Design fir_decimator_flat, sky130hd; sources not shown.
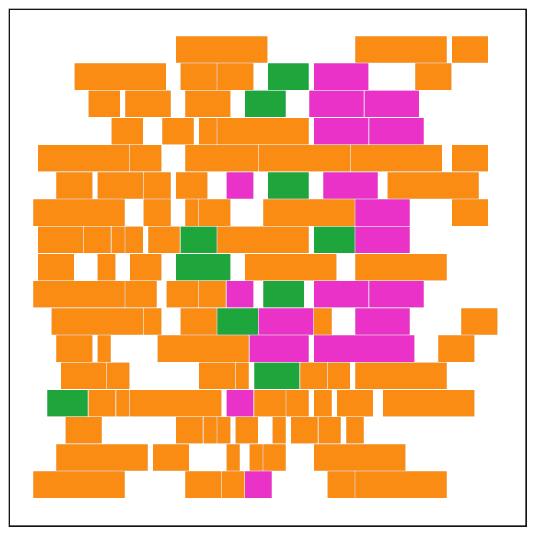
Fig. 1. Cell sizes after repair.
Scale: 10 px per um.
legend:
  x3 and x4:
    colour: magenta
    cells: 18
    share: 15%
  x1 and smaller:
    colour: orange
    cells: 90
    share: 76%
  x2:
    colour: green
    cells: 10
    share: 8.5%
Layout area overhead: 15.5%
Buffers, non-clock: 16
Final Cell Area: 1510 um2
setup ws final: 1.20 ns

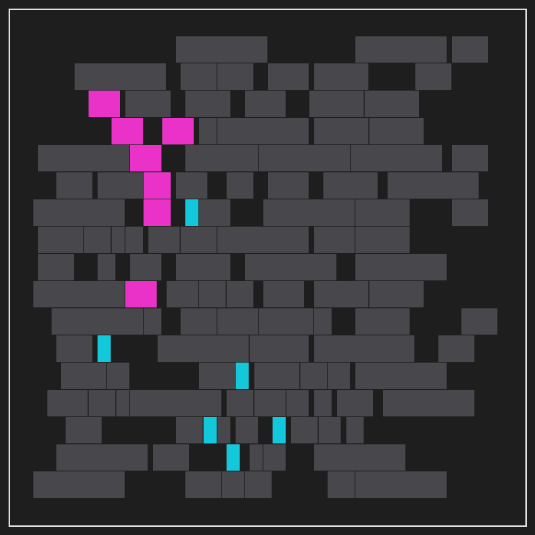
Fig. 2. Logic cells by family.
Scale: 10 px per um.
legend:
  inv cells:
    colour: cyan
    cells: 6
    where: bottom middle
  non-inverting ao/oa cells:
    colour: magenta
    cells: 7
logic share of the area: 0.460
Final Instance Count excl. Fillers: 146
most frequently placed logic cell in the final layout: dfrtp_1

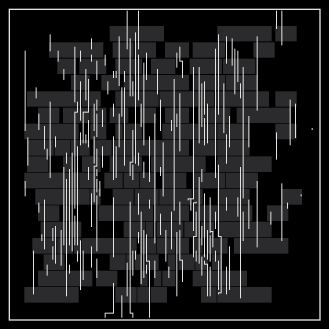
Fig. 3. Signal wires on met2.
Scale: 6 px per um.
main direction: vertical
longest straight run: 21.9 um
nets with wire on the layer: 123
share of all routed wire: 53%
wire length on this layer: 1060 um
Post-Route WL: 2010 um
GR Util met2: 0.312
DR vias: 813

==> Changelog: implementation <==
## Flow update

- DRC: 0
- Core Footprint: 2170 um2
- Met3 Routed Length: 46 um
- Hold slack: 0.491 ns
- Ao+oa area frac: 0.140
- 1st-iter DRT viols: 5
- Most Used Layer, Global Route: met2
- Overall global routing resource usage: 0.172
- Met2 WL post-DR: 1060 um
- Leak: 0.716 nW
- Share of post-route cells with drive strength above 1: 0.237
- CTS root buffer: clkbuf_4
- Setup CP Type: input pin to register
- Initial antenna violation count: 0
- Max power group: combinational logic
- Power Total: 1.00 mW
- Die ar.: 2660 um2
- CLK BUF: 4
- Crit path depth: 8
- Period utilization: 0.733
- And+or+nand+nor area frac: 0.0887
- Worst endpoint required time: 4.70 ns
- Setup_tns: 0 ns
- N_diodes: 0
- Rel. slew slack: 0.655
- DRT Pass-1 Iters: 4
- Clock power frac: 0.091
- CTS tree: built
- WP data arrival: 3.50 ns
- CP max-delay cell: clkdlybuf4s50_1
- Clock Latency Late Sink: 0.30 ns
- Row count: 17
- Buf+Inv Stages, Crit Path: 1
- Filler Cell Count: 164
- Number of global-route vias before repair: 802
- Placed Cells: 142
- Total CTS buffers: 3
- Syn_area_per_cell: 13.1 um2
- Chip Area, Yosys: 1310 um2
- Instance count of the mapped netlist: 100
- Max-area cell share: 0.439
- Gpl congestion: 0.831
- H-tree levels: 1
- Largest delay share family, worst path: adder cells
- # Taps: 28
- Clock Skews: 0.00392 ns
- Ys flops: 23
- I/O Buffers: 15
- Crit path time final: 3.30 ns
- Power Sequential: 375 uW
- Worst-path clk slew: 0.12 ns
- Status: finished, final reports clean
- Sequential share of the synthesized area: 0.439
- Largest net degree at the start of global routing: 15
- Sequential fraction of total cell area: 0.380
- Met3 Use GR: 0.0259
No activity file was given, so power comes from the tool's default toggle rates.
